**config.mk**
```make
export PLATFORM = sky130hd
export DESIGN_NAME = dg_tribus_arbiter_flat
export DESIGN_NICKNAME = d
export VERILOG_FILES = /design/src/rtl/dg_tribus_arbiter_if.sv /design/src/rtl/dg_tribus_arbiter.sv /design/src/flat_wrapper.sv
export SDC_FILE = /design/constraint.sdc
export NUM_CORES = 1
export LEC_CHECK = 0
export CORE_ASPECT_RATIO = 1.4
export CORE_MARGIN = 1.5
export CORE_UTILIZATION = 50
export DETAILED_ROUTE_END_ITERATION = 16
export PLACE_DENSITY = 0.84
export SLEW_MARGIN = 15
export SYNTH_ARGS = -nofsm -noshare
export SYNTH_HDL_FRONTEND = slang
export SYNTH_SLANG_ARGS = --single-unit
```
**constraint.sdc**
```tcl
create_clock -name clk -period 2.33 [get_ports clk]
set_input_delay 0.466 -clock clk [delete_from_list [all_inputs] [get_ports clk]]
set_output_delay 0.466 -clock clk [all_outputs]
set_load 0.05 [all_outputs]
```
**src/rtl/dg_tribus_arbiter_if.sv**
```systemverilog
`default_nettype none
// +--------------------------------------------------------------------+
// | dg_tribus_arbiter_if : request/grant/enable bundle of the arbiter   |
// | Rev 1.0                                                             |
// +--------------------------------------------------------------------+
interface dg_tribus_arbiter_if #(
  parameter int N_REQ = 4,
  parameter int IDX_W = 2
);
  logic [N_REQ-1:0] req;
  logic [N_REQ-1:0] gnt;
  logic [N_REQ-1:0] en;
  logic [IDX_W-1:0] owner;
  logic             busy;
  logic             preempt;

  modport master (
    input  req,
    output gnt,
    output en,
    output owner,
    output busy,
    output preempt
  );

  modport slave (
    output req,
    input  gnt,
    input  en,
    input  owner,
    input  busy,
    input  preempt
  );
endinterface
`default_nettype wire

```
**src/rtl/dg_tribus_arbiter.sv**
```systemverilog
`default_nettype none
// +--------------------------------------------------------------------+
// | dg_tribus_arbiter : round-robin owner sequencer for a tristate bus  |
// | Rev 1.0                                                             |
// +--------------------------------------------------------------------+
module dg_tribus_arbiter #(
  parameter int N_REQ    = 4,
  parameter int IDX_W    = 2,
  parameter int MAX_HOLD = 16,
  parameter int TURN_CYC = 1
) (
  input  logic                clk,
  input  logic                rst_n,
  dg_tribus_arbiter_if.master bus
);

  typedef enum logic [1:0] {
    IDLE  = 2'd0,
    SETUP = 2'd1,
    DRIVE = 2'd2,
    TURN  = 2'd3
  } state_t;

  state_t           state_q, state_d;
  logic [IDX_W-1:0] ptr_q, ptr_d;
  logic [IDX_W-1:0] owner_q, owner_d;
  logic [N_REQ-1:0] gnt_q, gnt_d;
  logic [N_REQ-1:0] en_q, en_d;
  logic             busy_q, busy_d;
  logic             preempt_q, preempt_d;
  logic [7:0]       hold_cnt_q, hold_cnt_d;
  logic [3:0]       turn_cnt_q, turn_cnt_d;

  logic [2*N_REQ-1:0] req_dbl;
  logic [N_REQ-1:0]   req_rot;
  logic               pick_vld;
  logic [IDX_W-1:0]   pick_idx;
  logic [N_REQ-1:0]   pick_oh;
  logic               owner_req;
  logic               hold_hit;

  function automatic logic [IDX_W-1:0] wrap_add(input logic [IDX_W-1:0] base,
                                                input logic [IDX_W-1:0] off);
    logic [IDX_W:0] sum;
    sum = {1'b0, base} + {1'b0, off};
    if (sum >= (IDX_W+1)'(N_REQ)) begin
      sum = sum - (IDX_W+1)'(N_REQ);
    end
    return sum[IDX_W-1:0];
  endfunction

  // Rotating the request vector by ptr turns the round-robin scan into a
  // plain lowest-set-bit search.
  always_comb begin
    req_dbl  = {bus.req, bus.req};
    req_rot  = N_REQ'(req_dbl >> ptr_q);
    pick_vld = 1'b0;
    pick_idx = '0;
    for (int k = N_REQ - 1; k >= 0; k--) begin
      if (req_rot[k]) begin
        pick_vld = 1'b1;
        pick_idx = wrap_add(ptr_q, IDX_W'(k));
      end
    end
    pick_oh = {{(N_REQ-1){1'b0}}, 1'b1} << pick_idx;
  end

  // gnt_q is one-hot on the owner in SETUP/DRIVE, so it selects req[owner].
  assign owner_req = |(bus.req & gnt_q);
  assign hold_hit  = (MAX_HOLD != 0) && (hold_cnt_q == 8'(MAX_HOLD));

  always_comb begin
    state_d    = state_q;
    ptr_d      = ptr_q;
    owner_d    = owner_q;
    gnt_d      = gnt_q;
    en_d       = en_q;
    busy_d     = busy_q;
    preempt_d  = 1'b0;
    hold_cnt_d = hold_cnt_q;
    turn_cnt_d = turn_cnt_q;

    case (state_q)
      IDLE: begin
        if (pick_vld) begin
          state_d = SETUP;
          gnt_d   = pick_oh;
          owner_d = pick_idx;
          busy_d  = 1'b1;
        end
      end
      SETUP: begin
        if (owner_req) begin
          state_d    = DRIVE;
          en_d       = gnt_q;
          hold_cnt_d = 8'd1;
        end else begin
          state_d    = TURN;
          gnt_d      = '0;
          turn_cnt_d = 4'(TURN_CYC);
        end
      end
      DRIVE: begin
        if (!owner_req || hold_hit) begin
          state_d    = TURN;
          gnt_d      = '0;
          en_d       = '0;
          turn_cnt_d = 4'(TURN_CYC);
          ptr_d      = wrap_add(owner_q, IDX_W'(1));
          preempt_d  = owner_req;
        end else if (hold_cnt_q != 8'hFF) begin
          hold_cnt_d = hold_cnt_q + 8'd1;
        end
      end
      TURN: begin
        if (turn_cnt_q <= 4'd1) begin
          if (pick_vld) begin
            state_d = SETUP;
            gnt_d   = pick_oh;
            owner_d = pick_idx;
            busy_d  = 1'b1;
          end else begin
            state_d = IDLE;
            busy_d  = 1'b0;
          end
        end else begin
          turn_cnt_d = turn_cnt_q - 4'd1;
        end
      end
      default: begin
        state_d = IDLE;
        gnt_d   = '0;
        en_d    = '0;
        busy_d  = 1'b0;
      end
    endcase
  end

  always_ff @(posedge clk or negedge rst_n) begin
    if (!rst_n) begin
      state_q    <= IDLE;
      ptr_q      <= '0;
      owner_q    <= '0;
      gnt_q      <= '0;
      en_q       <= '0;
      busy_q     <= 1'b0;
      preempt_q  <= 1'b0;
      hold_cnt_q <= 8'd0;
      turn_cnt_q <= 4'd0;
    end else begin
      state_q    <= state_d;
      ptr_q      <= ptr_d;
      owner_q    <= owner_d;
      gnt_q      <= gnt_d;
      en_q       <= en_d;
      busy_q     <= busy_d;
      preempt_q  <= preempt_d;
      hold_cnt_q <= hold_cnt_d;
      turn_cnt_q <= turn_cnt_d;
    end
  end

  assign bus.gnt     = gnt_q;
  assign bus.en      = en_q;
  assign bus.owner   = owner_q;
  assign bus.busy    = busy_q;
  assign bus.preempt = preempt_q;

`ifndef SYNTHESIS
  a_en_onehot0 : assert property (@(posedge clk) disable iff (!rst_n)
    $onehot0(en_q));
  a_en_in_gnt : assert property (@(posedge clk) disable iff (!rst_n)
    ((en_q & ~gnt_q) == '0));
  a_en_no_swap : assert property (@(posedge clk) disable iff (!rst_n)
    (($past(en_q) != '0) && (en_q != '0)) |-> (en_q == $past(en_q)));
  a_no_gnt_idle_turn : assert property (@(posedge clk) disable iff (!rst_n)
    ((state_q == IDLE) || (state_q == TURN)) |-> (gnt_q == '0));
`endif

endmodule
`default_nettype wire

```
**src/flat_wrapper.sv**
```systemverilog
// flat-port wrapper written by rule: the top's interface ports become plain ports
module dg_tribus_arbiter_flat 
#(
  parameter int N_REQ    = 4,
  parameter int IDX_W    = 2,
  parameter int MAX_HOLD = 16,
  parameter int TURN_CYC = 1
)
  (clk, rst_n, bus_req, bus_gnt, bus_en, bus_owner, bus_busy, bus_preempt);
  dg_tribus_arbiter_if #(.N_REQ(N_REQ), .IDX_W(IDX_W)) bus_i ();
  input  logic clk;
  input  logic rst_n;
  input wire logic [$bits(bus_i.req)-1:0] bus_req;
  output wire logic [$bits(bus_i.gnt)-1:0] bus_gnt;
  output wire logic [$bits(bus_i.en)-1:0] bus_en;
  output wire logic [$bits(bus_i.owner)-1:0] bus_owner;
  output wire logic [$bits(bus_i.busy)-1:0] bus_busy;
  output wire logic [$bits(bus_i.preempt)-1:0] bus_preempt;
  assign bus_i.req = bus_req;
  assign bus_gnt = bus_i.gnt;
  assign bus_en = bus_i.en;
  assign bus_owner = bus_i.owner;
  assign bus_busy = bus_i.busy;
  assign bus_preempt = bus_i.preempt;
  dg_tribus_arbiter #(.N_REQ(N_REQ), .IDX_W(IDX_W), .MAX_HOLD(MAX_HOLD), .TURN_CYC(TURN_CYC)) u_core (.clk(clk), .rst_n(rst_n), .bus(bus_i));
endmodule
```
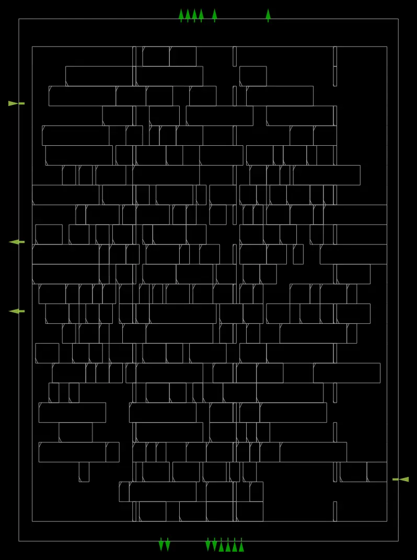
Fig. 1. Placed standard cells (run 1).
sequential cell area share: 35.44%
Filler Cells Inserted: 272
core area: 3183 sq um

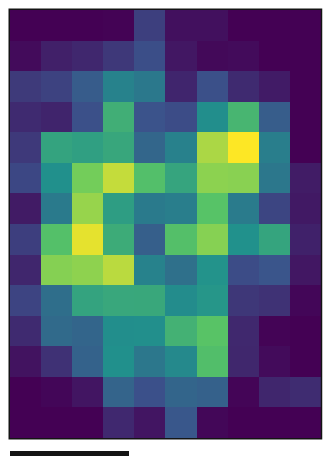
Fig. 2. Wiring heat map (run 1).
The bar under the picture is 20 microns long. The die is cut into 10 by 14 equal tiles; dark purple is low, yellow is high, scaled to the fullest tile. Values are wire area over tile area, all layers added.
The mean over all tiles is 0.17. The fullest tile reaches 0.55. 24% of the tiles are over half the peak. 19% of the tiles are nearly empty.

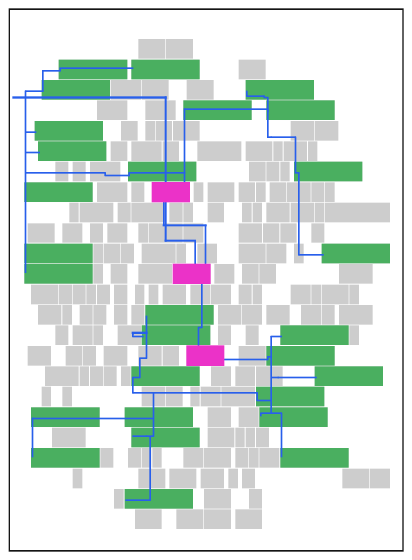
Fig. 3. Clock distribution (run 1).
Key: cells driving clock nets = magenta [count 3]; clock wires = blue [length 312 microns]; flip-flops = green [count 28]
Position of the flops: all over the die.

==> reports/results.env, run 1 <==
RUN_STATUS='complete, no violations'
FINISH.NET_COUNT=215
LAYOUT-DRIVE-GT1-SHARE_PCT=8.586
FIRST_GLOBAL_VIAS=1511
CLK_PATH_BUF_DEPTH=2
HOLD_PATH_END='u_core.bus.en[3]'
CP_MAX_FO=8
FINAL-HOLD-VIOLATION-COUNT=0
R2R_SETUP_SLACK_NS=0.30
ROUTEDWLPERCELL_MICRONS=16.46
HTREE_LEVELS=1
POSTSYNTHREGISTERBITS=28
CAP_VIOL_MAX_COUNT=0
CP_DATA_ARRIVAL_TIME_NS=2.28
MAXIMUM_IR_DROP_ON_THE_VDD_RAIL_V=0.0008932
SYNTH.LIB_CELLS_USED.DISTINCT=47
REPORT.FINAL.SLEW_VIOL_COUNT=0
COMBINATIONALPOWERSHARE_PCT=60.0
GRT.TOTAL_USAGE_PCT=23.79
CAPTURE_POINT_OF_THE_WORST_PATH='u_core.hold_cnt_q[1]'
CHIPAREA_SQ_UM=3746
ROUTED-VIA-COUNT=1499
FINAL.CLKBUF_COUNT=3
CP.REQUIRED_NS=2.52
CTS_TREE='done'
AREA_DOMINANT_CLASS='multi-input combinational cells'
STD_CELL_ROWS=24
WORST_PATH_CELL_WITH_THE_LONGEST_STAGE_DELAY='sky130_fd_sc_hd__clkdlybuf4s50_1'
CRITICAL_PATH_START_TYPE='primary input'
FINAL_CELL_MIX='sky130_fd_sc_hd__dfrtp_1, sky130_fd_sc_hd__clkdlybuf4s50_1, sky130_fd_sc_hd__nand2_1, sky130_fd_sc_hd__nor2_1'
AREA_ADDED_BETWEEN_SYNTHESIS_AND_FINISH_PCT=16.86
NUMBER_OF_LOGGED_TOOL_WARNINGS=32
TRITONCTS_NUM_SINKS=28
INITIAL_UTILIZATION_PCT=53.14
ASYNC_RESET_FF_SHARE_PCT=100.0
CRIT_FAMILY='buffers and inverters'
FINISH.INSTANCE_AREA_SQ_UM=1977
DETAILED_PLACE.AREA_SQ_UM=1936
GLOBALROUTEOVERFLOWTOTAL=0
PG_CLK_uW=250
LARGESTPOWERGROUP='combinational cells'
YOSYSWARNINGS=0
BUFFERS_EXCL_CLOCK=24
TAP-CELL-COUNT=39
CLKCELLAREAFRAC_PCT=2.089
FINALSETUPVIOLATIONS=0
CELL_DEPTH_OF_THE_WORST_SETUP_PATH=7
DRT_ITER0_DRC=63
INSERTEDDIODECOUNT=0
NETLIST.TOP_CELL.BY_AREA='sky130_fd_sc_hd__dfrtp_1'
TRITONCTS.NUM_BUFFERS=3
DRT.ANTENNA.VIOLATING_NETS=0
CRIT_START='bus_req[1]'
POWER_DENSITY_nW_PER_UM2=1309
YOSYSTOPAREACELLSHARE_PCT=41.42
SLOWEST_DELAY_NS=0.58
POST_CTS_RESIZED=0
PRE_CTS_SLACK_NS=-0.02371
DETAIL_ROUTE.DRC_VIOLATIONS=0
CRIT_PATH_CELL_TRACE='clkdlybuf4s50_1 -> a22oi_1 -> nand3_1 -> o221ai_1 -> buf_4 -> nor2_1 -> mux2i_1'
NON_CLOCK_BUFFER_AREA_FRACTION_PCT=11.27
SYNTH_DOMINANT_CELL_COUNT='sky130_fd_sc_hd__dfrtp_1'
CLK_PIN_SLEW_NS=0.09
HOLD_CRIT_DEPTH=1
DIE-WIDTH_MICRONS=52.16
TIMING_WORST_SLEW_PIN_VALUE_NS=0.5000
N_SEQUENTIAL_CELL=28
SHARE_SEQ_OF_TOTAL_POWER_PCT=30.3
END_KIND='flip-flop'
LEADING_CELL_TYPE_IN_THE_LAYOUT_FILL_AND_TAPS_EXCLUDED='sky130_fd_sc_hd__dfrtp_1'
==> run 1: cell families (layout without fill, tap and decap cells) <==
kind of cell             count (synthesis)  in the layout  synth area share (%)
buffers and inverters                   18             40                 4.511
AND-OR/OR-AND                           47             47                 20.86
flip-flops                              28             28                 41.42
multiplexers                             8              8                 5.177
XOR/XNOR                                 1              1                0.5178
AND/OR/NAND/NOR                         65             65                 20.86
adder cells (fa/ha/maj)                  9              9                 6.657
==> run 1: metal layers <==
metal  vias up  global-route usage, %  part of all wire [%]
met1       741                  27.69                    40
met5         -                      0                     0
met3        16                  3.333                   3.5
met2        49                  41.21                    53
met4         0                  12.82                   3.9
li1        693                      -                     -
==> run 1 -> run 2 <==
--- a/config.mk
+++ b/config.mk
@@ -10,6 +10,7 @@
 export CORE_UTILIZATION = 50
 export DETAILED_ROUTE_END_ITERATION = 16
 export PLACE_DENSITY = 0.84
+export SKIP_LAST_GASP = 1
 export SLEW_MARGIN = 15
 export SYNTH_ARGS = -nofsm -noshare
 export SYNTH_HDL_FRONTEND = slang
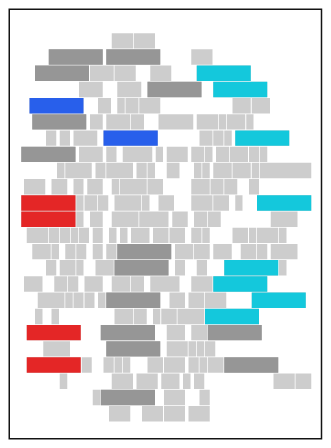
Fig. 4. Sequential cells colored by netlist name (run 2).
Key: u_core.turn_cnt_q = red [sequential cells 4]; u_core.state_q = blue [sequential cells 2]; u_core.hold_cnt_q = cyan [sequential cells 8]
Another 14 sequential cells are not colored.

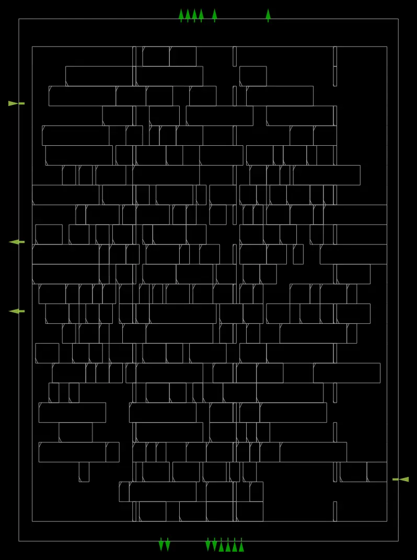
Fig. 5. Placed standard cells (run 2).
flip-flops: 28
number of tap cells added at floorplan: 39
number of rows created at floorplan: 24

==> run 2 against run 1 <==
Compared with the run above: area after synthesis unchanged; register-to-register slack about the same; routed wire length unchanged; largest power group unchanged; highest routed layer unchanged.
==> reports/results.env, run 2 <==
RUN_STATUS='complete, no violations'
GRT.TOTAL_USAGE_PCT=23.79
CTS_TREE='done'
CAPTURE_POINT_OF_THE_WORST_PATH='u_core.hold_cnt_q[1]'
FIRST_GLOBAL_VIAS=1511
INITIAL_UTILIZATION_PCT=53.14
TIMING_WORST_SLEW_PIN_VALUE_NS=0.5000
DETAILED_PLACE.AREA_SQ_UM=1936
XOR_SHARE_PCT=0.5178
R2R_SETUP_SLACK_NS=0.30
PRE_CTS_SLACK_NS=-0.02371
SYNTH-SIMPLE-AREA-SHARE_PCT=20.86
MAXIMUM_IR_DROP_ON_THE_VDD_RAIL_V=0.0008932
FILLERINSTANCES=272
REPORT.FINAL.SLEW_VIOL_COUNT=0
SLOWEST_DELAY_NS=0.58
DIE-WIDTH_MICRONS=52.16
ASYNC_RESET_FF_SHARE_PCT=100.0
FINISH.NET_COUNT=215
LAYOUT-DRIVE-GT1-SHARE_PCT=8.586
END_KIND='flip-flop'
CLK_PIN_SLEW_NS=0.09
MET2_USAGE_PCT=41.21
CRIT_PATH_CELL_TRACE='clkdlybuf4s50_1 -> a22oi_1 -> nand3_1 -> o221ai_1 -> buf_4 -> nor2_1 -> mux2i_1'
GR-MAX-USAGE-LAYER='met2'
SYNTH.COMB.LARGEST_FAMILY='simple AND/OR/NAND/NOR gates'
TOP_LAYER_USED='met4'
CHIPAREA_SQ_UM=3746
CP_DATA_ARRIVAL_TIME_NS=2.28
PLACEABLECOREAREA_SQ_UM=3183
HOLD_CRIT_DEPTH=1
POSTSYNTHREGISTERBITS=28
COMBINATIONALPOWERSHARE_PCT=60.0
AOI_SHARE_PCT=20.86
DR_WL_MET3_MICRONS=138
CP_MAX_FO=8
TRITONCTS.NUM_BUFFERS=3
FA_HA_AREA_SHARE_PCT=6.657
DETAIL_ROUTE.DRC_VIOLATIONS=0
DRT.ANTENNA.VIOLATING_NETS=0
FINALSETUPVIOLATIONS=0
WORST_PATH_CELL_WITH_THE_LONGEST_STAGE_DELAY='sky130_fd_sc_hd__clkdlybuf4s50_1'
ROUTEDWLPERCELL_MICRONS=16.46
YOSYSWARNINGS=0
YOSYSTOPAREACELLSHARE_PCT=41.42
run 2: cell counts after synthesis:
No cell type changed its count.
run 2: cell type report:
type	instances	area, sq um	area share, %
repair buffers	24	222.7	11.27
clock buffers	3	41.29	2.089
flip-flops and latches	28	700.7	35.44
well taps	39	48.80	2.468
multi-input cells	130	914.6	46.27
inverters	13	48.80	2.468
run 2: power groups by stage:
stage               clock network [uW]  logic, uW  registers, uW
global route                       278       1700            801
detailed placement                   0       1540            789
floorplan                            0        924            961
CTS                                259       1550            782
global placement                     0       1480            776
finish                             250       1550            785
run 2: worst max-delay path: cells and delay by family:
family | cells | cell delay, ns
and+or+nand+nor | 2 | 0.42
muxes | 1 | 0.24
AOI/OAI and AO/OA | 2 | 0.34
buffers and inverters | 2 | 0.80
No activity file was given, so power comes from the tool's default toggle rates.
